File: src/rtl/pipe_spawner.sv
// Scrolls two pipes leftward one step per frame tick and respawns them on the right with an LFSR gap.
// Counts the pipes the bird clears, saturating at 999, with a one-cycle pulse for each pipe cleared.
module pipe_spawner #(
    parameter int          SCREEN_W     = 1024,
    parameter int          PIPE_W       = 80,
    parameter int          PIPE_SPACING = 512,
    parameter int          SPEED        = 4,
    parameter int          BIRD_X       = 200,
    parameter int          GAP_MIN      = 120,
    parameter int          GAP_RANGE    = 420,
    parameter int          GAP_INIT     = 334,
    parameter logic [15:0] LFSR_SEED    = 16'hACE1
) (
    input  logic        clk,
    input  logic        rst_n,
    input  logic        tick,
    input  logic        start,
    input  logic        halt,
    input  logic        clear,
    output logic [11:0] pipe1_x,
    output logic [11:0] pipe1_gap_y,
    output logic [11:0] pipe2_x,
    output logic [11:0] pipe2_gap_y,
    output logic        running,
    output logic        score_pulse,
    output logic [9:0]  score,
    output logic [1:0]  dbg_state
);
    typedef enum logic [1:0] {S_IDLE = 2'd0, S_RUN = 2'd1, S_FROZEN = 2'd2} state_t;

    localparam logic [11:0] C_SPEED   = 12'(SPEED);
    localparam logic [11:0] C_SPACING = 12'(PIPE_SPACING);
    localparam logic [11:0] C_P1_INIT = 12'(SCREEN_W);
    localparam logic [11:0] C_P2_INIT = 12'(SCREEN_W + PIPE_SPACING);
    localparam logic [11:0] C_GAP_MIN = 12'(GAP_MIN);
    localparam logic [11:0] C_GAP_IN  = 12'(GAP_INIT);
    localparam logic [8:0]  C_RANGE   = 9'(GAP_RANGE);
    localparam logic [9:0]  C_MAX_SC  = 10'd999;

    state_t      r_state, w_state_nxt;
    logic [11:0] r_p1_x, r_p2_x, r_p1_gap, r_p2_gap;
    logic [9:0]  r_score;
    logic        r_pulse;
    logic [15:0] r_lfsr, w_lfsr_nxt;

    logic        w_move;
    logic [11:0] w_p1_mv, w_p2_mv, w_p1_nx, w_p2_nx;
    logic        w_p1_resp, w_p2_resp, w_p1_score, w_p2_score;
    logic [8:0]  w_v;
    logic [11:0] w_gap_new;

    // Scoring edge: trailing edge crosses the bird line; 13 bits so x+PIPE_W cannot wrap.
    function automatic logic crosses(input logic [11:0] x, input logic [11:0] nx);
        return (({1'b0, x} + 13'(PIPE_W)) >= 13'(BIRD_X)) &&
               (({1'b0, nx} + 13'(PIPE_W)) < 13'(BIRD_X));
    endfunction

    always_ff @(posedge clk or negedge rst_n) begin
        if (!rst_n) r_state <= S_IDLE;
        else        r_state <= w_state_nxt;
    end

    // Priority: clear over halt over start.
    always_comb begin
        w_state_nxt = r_state;
        if (clear) begin
            w_state_nxt = S_IDLE;
        end else begin
            unique case (r_state)
                S_IDLE:   if (start && !halt) w_state_nxt = S_RUN;
                S_RUN:    if (halt) w_state_nxt = S_FROZEN;
                S_FROZEN: w_state_nxt = S_FROZEN;
                default:  w_state_nxt = S_IDLE;
            endcase
        end
    end

    always_comb begin
        running   = (r_state == S_RUN);
        dbg_state = r_state;
    end

    assign w_move     = tick && (r_state == S_RUN) && !halt && !clear;
    assign w_p1_mv    = r_p1_x - C_SPEED;
    assign w_p2_mv    = r_p2_x - C_SPEED;
    assign w_p1_resp  = r_p1_x < C_SPEED;
    assign w_p2_resp  = r_p2_x < C_SPEED;
    assign w_p1_nx    = w_p1_resp ? (w_p2_mv + C_SPACING) : w_p1_mv;
    assign w_p2_nx    = w_p2_resp ? (w_p1_mv + C_SPACING) : w_p2_mv;
    assign w_p1_score = !w_p1_resp && crosses(r_p1_x, w_p1_mv);
    assign w_p2_score = !w_p2_resp && crosses(r_p2_x, w_p2_mv);

    assign w_v       = r_lfsr[8:0];
    assign w_gap_new = C_GAP_MIN + ((w_v >= C_RANGE) ? 12'(w_v - C_RANGE) : 12'(w_v));
    // Galois form of x^16+x^14+x^13+x^11+1; a zero state is forced back to the seed.
    assign w_lfsr_nxt = (r_lfsr == 16'h0000) ? LFSR_SEED :
                        ({1'b0, r_lfsr[15:1]} ^ (r_lfsr[0] ? 16'hB400 : 16'h0000));

    always_ff @(posedge clk or negedge rst_n) begin
        if (!rst_n) begin
            r_lfsr   <= LFSR_SEED;
            r_p1_x   <= C_P1_INIT;
            r_p2_x   <= C_P2_INIT;
            r_p1_gap <= C_GAP_IN;
            r_p2_gap <= C_GAP_IN;
            r_score  <= '0;
            r_pulse  <= 1'b0;
        end else begin
            r_lfsr <= w_lfsr_nxt;
            if (clear) begin
                r_p1_x   <= C_P1_INIT;
                r_p2_x   <= C_P2_INIT;
                r_p1_gap <= C_GAP_IN;
                r_p2_gap <= C_GAP_IN;
                r_score  <= '0;
                r_pulse  <= 1'b0;
            end else begin
                r_pulse <= w_move && (w_p1_score || w_p2_score);
                if (w_move) begin
                    r_p1_x <= w_p1_nx;
                    r_p2_x <= w_p2_nx;
                    if (w_p1_resp) r_p1_gap <= w_gap_new;
                    if (w_p2_resp) r_p2_gap <= w_gap_new;
                    if ((w_p1_score || w_p2_score) && (r_score != C_MAX_SC))
                        r_score <= r_score + 10'd1;
                end
            end
        end
    end

    assign pipe1_x     = r_p1_x;
    assign pipe2_x     = r_p2_x;
    assign pipe1_gap_y = r_p1_gap;
    assign pipe2_gap_y = r_p2_gap;
    assign score       = r_score;
    assign score_pulse = r_pulse;

endmodule

File: config.mk
export PLATFORM = sky130hd
export DESIGN_NAME = pipe_spawner
export DESIGN_NICKNAME = d
export VERILOG_FILES = /design/src/rtl/pipe_spawner.sv
export SDC_FILE = /design/constraint.sdc
export NUM_CORES = 1
export LEC_CHECK = 0
export CAP_MARGIN = 20
export CORE_MARGIN = 1
export CORE_UTILIZATION = 50
export DETAILED_ROUTE_END_ITERATION = 7
export PLACE_DENSITY = 0.73
export SLEW_MARGIN = 20
export SYNTH_ARGS = -nofsm -noshare
export SYNTH_HDL_FRONTEND = slang
export SYNTH_SLANG_ARGS = --single-unit
export TNS_END_PERCENT = 10
File: constraint.sdc
create_clock -name clk -period 8.15 [get_ports clk]
set_clock_uncertainty 0.05 [all_clocks]
set_input_delay 1.63 -clock clk [delete_from_list [all_inputs] [get_ports clk]]
set_output_delay 1.63 -clock clk [all_outputs]
set_load 0.05 [all_outputs]
Fig. 1: run 1, port wiring
The bar under the picture is 20 µm long.
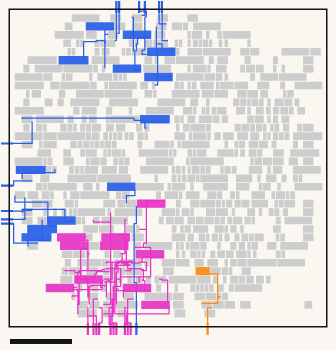
[`pipe2_gap_y`] blue | bits: 12 | direction: output | end cells: 12 | buffers: 12 | wire: 376 µm
[`score`] magenta | bits: 10 | direction: output | end cells: 10 | buffers: 10 | wire: 484 µm
[`running`] orange | bits: 1 | direction: output | end cells: 1 | buffers: 1 | wire: 25.6 µm
IO Port Bufs: 67
total I/O pin count: 68

Fig. 2: run 1, sequential cells colored by netlist name
The bar under the picture is 20 µm long.
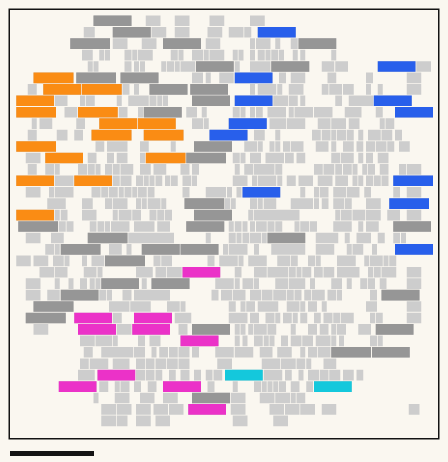
[`r_lfsr`] orange | placed flops: 16 | where: top left
[`dbg_state`] cyan | placed flops: 2
[`pipe2_x`] blue | placed flops: 12
[`score`] magenta | placed flops: 10
fraction of area in registers: 33.16%
sequential standard cell area: 0.001953 mm²
Finished Core Util: 60.55%
Sequential Power: 398 µW

Fig. 3: run 1, floorplan with the power grid
The bar under the picture is 20 µm long. Pins as bars on the die edge. Tap cells in gray.
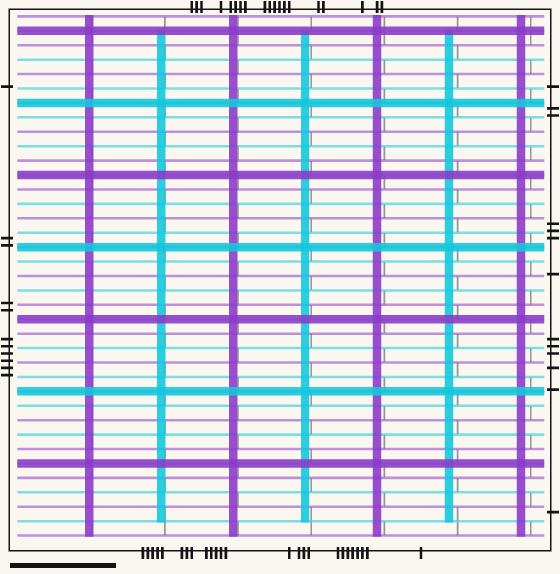
[VSS] purple
[VDD] cyan
met4 straps: 7
met5 straps: 7
met1 rails: 37
Core Footprint: 0.009729 mm²
vertical die dimension: 101.8 µm
Chip Width: 101.8 µm
peak ir drop on the vdd network: 0.08288 mV

-- run 1: flip-flops by register name, indices dropped and copies added, names as in the netlist --
signal,count
pipe1_gap_y,12
pipe1_x,12
score,10
pipe2_gap_y,12
pipe2_x,12
dbg_state,2
r_lfsr,16
score_pulse,1
-- run 1: worst paths after layout --
kind	start	endpoint	depth (start not counted)	slack, ns
min in group asynchronous	rst_n	pipe1_x[8]	1	1.35
max in group asynchronous	rst_n	pipe1_gap_y[4]	1	6.06
max	pipe1_x[6]	score[2]	11	4.20
max reg2reg	pipe1_x[6]	score[2]	11	4.20
min reg2reg	r_lfsr[9]	r_lfsr[8]	0	0.34
min	r_lfsr[9]	r_lfsr[8]	0	0.34
-- run 1: layer usage --
metal	share of wire (%)	up-vias	track usage (%)
met5	0	-	0
met4	2.2	0	8.681
met3	4.7	27	4.036
met2	48	136	40.54
met1	45	2100	32.98
li1	-	2126	-
-- run 1: power by group through the flow --
stage / logic [µW] / clock network (µW) / registers (µW)
after CTS: 206 / 339 / 398
after global routing: 228 / 357 / 400
after floorplan: 146 / 0 / 416
after global placement: 201 / 0 / 405
final: 207 / 334 / 398
after detailed placement: 205 / 0 / 405
-- run 1: final cells by class --
cell class	count	area (µm²)
sequential	77	1953
timing repair buffer	68	673.1
clock buffer	11	141.4
inverter	25	93.84
multi-input combinational	438	2781
tap	133	166.4
fill	857	3839
clock inverter	5	81.33
-- run 1: cells by family after synthesis --
| kind of cell | synth area share, % |
|---|---|
| buf+inv | 5.020 |
| simple gates | 24.92 |
| mux | 1.732 |
| flops | 39.18 |
| xor+xnor | 4.995 |
| fa+ha+maj | 5.773 |
| compound gates | 18.37 |
==> summary.rpt, run 1 <==
FLOW METRICS REPORT
----------------------------------------------------
[Placement]
  RD Place Congestion ........................ 0.9455
  Placed instance area ........................ 0.005665 mm²

[Die]
  Floorplan-stage core utilization ........................ 51.23%

[Setup path]
  Highest fanout seen on the critical path ........................ 14
  Startpoint kind of the worst setup timing path ........................ flip-flop
  Ordered list of cells on the worst path ........................ or3_1 > nor4_1 > xnor2_1 > inv_1 > ha_1 > nor4b_2 > nand3_1 > a31oi_1 > a31oi_2 > nor4b_1 > mux2_1
  CP bufs+invs ........................ 1
  Required time at the endpoint of the critical path ........................ 8.34 ns
  Data arrival at the endpoint of the critical path ........................ 4.14 ns

[Clock network]
  H-tree levels ........................ 3
  Number of clock sinks ........................ 77
  Post-cts sizing count ........................ 0
  TritonCTS buffer count ........................ 9
  Clock transition at the registers of the reported paths ........................ 0.08 ns
  Postcts setup bufs ........................ 0

[STA]
  Slew at the pin with the worst max-slew slack ........................ 0.9665 ns
  Tcrit/Tclk final ........................ 48.50%
  Final Critical Period ........................ 3.953 ns

[GRT]
  Grt total ovfl ........................ 0
  Maximum number of pins on one net before global-route repair ........................ 78
  Via count of the first global-routing pass ........................ 4159

[Pwr]
  Switching part of the total power ........................ 31.45%
  Clk network pwr share ........................ 35.6%
  Internal power ........................ 643.7 µW

[Run]
  Stage-log warning count ........................ 37

[Logic synthesis]
  Share of the synthesized area in the top cell type ........................ 28.11%
  Number of synthesized flops with an enable pin ........................ 0
  Synth Area per Inst ........................ 8.609 µm²
  Cell types with the highest counts after synthesis ........................ sky130_fd_sc_hd__nand2_1, sky130_fd_sc_hd__dfrtp_1, sky130_fd_sc_hd__a21oi_1
  Number of flip-flops and latches in the synthesized netlist ........................ 77
  Synthesized netlist net count ........................ 608
  Most frequent cell after synthesis ........................ sky130_fd_sc_hd__nand2_1

[Cells and area]
  Layout cell share with drive strength beyond 1 ........................ 8.814%
  N_diodes ........................ 0
  Finished Cell Area ........................ 0.005891 mm²
  Number of standard cells in the final layout excluding fillers ........................ 757
  Highest-count logic cell in the final layout ........................ sky130_fd_sc_hd__nand2_1
  Most instantiated logic cells after routing ........................ sky130_fd_sc_hd__nand2_1, sky130_fd_sc_hd__clkdlybuf4s50_1, sky130_fd_sc_hd__dfrtp_1

[Route]
  First drt pass iteration count ........................ 5
  Iteration-0 DRC count of the detailed router ........................ 236
  Average wire per cell in the routed design ........................ 15.80 µm
  Via count ........................ 4389
  Final wirelength ........................ 11.96 mm
  Detail-routed via count per cell ........................ 5.798

[Status]
  Run status ........................ finished, final reports clean

----------------------------------------------------
Fig. 4: run 1, placement density heat map
The bar under the picture is 20 µm long. The die is cut into 10 by 10 equal tiles; white is low, dark blue is high, 0 to 100% covered.
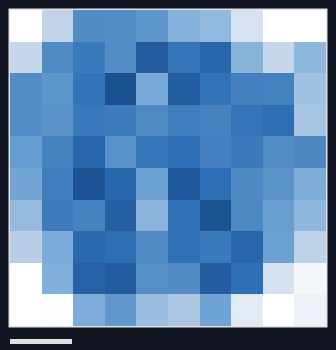

==> run 1 -> run 2 <==
PLACE_DENSITY = 0.76   (was 0.73)
clock period = 3.3 ns   (was 8.15 ns; I/O delays follow)
Fig. 5: run 2, placement density heat map
The bar under the picture is 20 µm long. The die is cut into 10 by 10 equal tiles; white is low, dark blue is high, 0 to 100% covered.
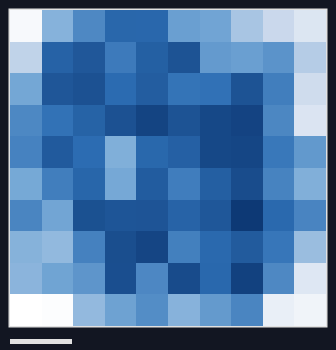
fullest tile: 97%
tiles over 75% full: 42%
nearly empty tiles: 2.0%
mean over tiles: 64%
floorplan-stage core utilization: 51.23%
Finished Core Util: 69.84%

==> summary.rpt, run 2 <==
FLOW METRICS REPORT
----------------------------------------------------
[Route]
  Routed wl met3 ........................ 910 µm (+62%)
  Detailed-routed wire length on met2 ........................ 7.173 mm (+24%)

[STA]
  Final Critical Period ........................ 3.343 ns (-0.6097 ns)
  Setup slack after layout ........................ -0.04293 ns
  Final setup violation count ........................ 4

[GRT]
  Met1 global-route usage ........................ 35.15% (+2.2 points)
  Met2 usage ........................ 47.04% (+6.5 points)

[Pwr]
  Combinational-cell power consumption ........................ 863 µW (+320%)
  Clk power ........................ 755 µW (+130%)
  Group drawing the most power ........................ registers
  Switching part of the total power ........................ 34.28% (+2.8 points)
  Clk network pwr share ........................ 29.2% (-6.4 points)
  Internal power ........................ 1702 µW (+160%)

[Die]
  Chip Width ........................ 101.8 µm (unchanged)
  Total I/O pin count ........................ 68 (unchanged)

[Status]
  Violated checks ........................ setup timing
  Run status ........................ finished, violations left

[Logic synthesis]
  Fa+ha+maj area frac ........................ 5.773% (unchanged)
  Number of flip-flops and latches in the synthesized netlist ........................ 77 (unchanged)

[Setup path]
  Data arrival at the endpoint of the critical path ........................ 3.54 ns (-0.60 ns)

[Cells and area]
  N_diodes ........................ 0 (unchanged)

----------------------------------------------------
Fig. 6: run 2, floorplan with the power grid
The bar under the picture is 20 µm long. Pins as bars on the die edge. Tap cells in gray.
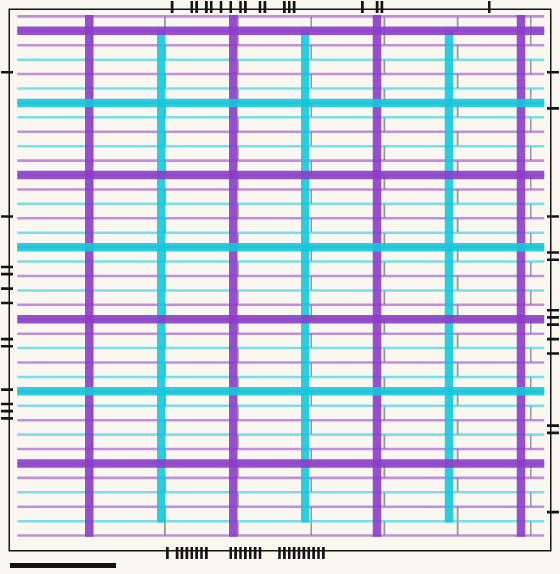
peak ir drop on the vdd network: 0.2879 mV

## run 2: netlist changes by cell type in the layout (fill, tap and decap cells not counted), moves of 4 or more
cell,before,now
sky130_fd_sc_hd__dfrtp_1,56,44
sky130_fd_sc_hd__ha_4,0,4
sky130_fd_sc_hd__dfrtp_2,0,12
sky130_fd_sc_hd__inv_1,25,17
sky130_fd_sc_hd__xnor2_2,1,5
sky130_fd_sc_hd__ha_2,0,4
sky130_fd_sc_hd__buf_4,3,75
sky130_fd_sc_hd__ha_1,23,15
sky130_fd_sc_hd__xnor2_1,16,12
sky130_fd_sc_hd__inv_2,0,6
## run 2: layout make-up
cell class | instances | area (µm²) | area share, %
clock buffers | 9 | 123.9 | 1.823
clock inverters | 7 | 80.08 | 1.178
inverters | 25 | 98.84 | 1.455
multi-input cells | 439 | 3105 | 45.70
flip-flops and latches | 77 | 1968 | 28.96
well taps | 133 | 166.4 | 2.449
repair buffers | 144 | 1252 | 18.43
## run 2: worst max path at each step
stage / slack [ns] / end / startpoint / cells after the start
floorplan: -0.08 / score[6] / pipe2_x[2] / 11
global placement: -0.05 / score[9] / pipe2_x[4] / 12
detailed placement: -0.22 / score[9] / pipe2_x[4] / 12
CTS: 0.002 / score[9] / pipe2_x[3] / 13
global route: -0.15 / score[9] / pipe1_x[4] / 14
finish: -0.04 / score[9] / pipe2_x[4] / 14
## run 2: metrics by stage
| step | area (µm²) | utilization (%) | instances | total power (µW) |
|---|---|---|---|---|
| 6_report | 6795 | 69.84 | 834 | 2591 |
| 5_1_grt | 6795 | 69.84 | 834 | 2692 |
| 4_1_cts | 6604 | 67.88 | 829 | 2490 |
| 3_5_place_dp | 6309 | 64.84 | 811 | 1673 |
| 3_3_place_gp | 6309 | 64.84 | 811 | 1656 |
| 2_1_floorplan | 5122 | - | 579 | 1418 |
No activity file was given, so power comes from the tool's default toggle rates.
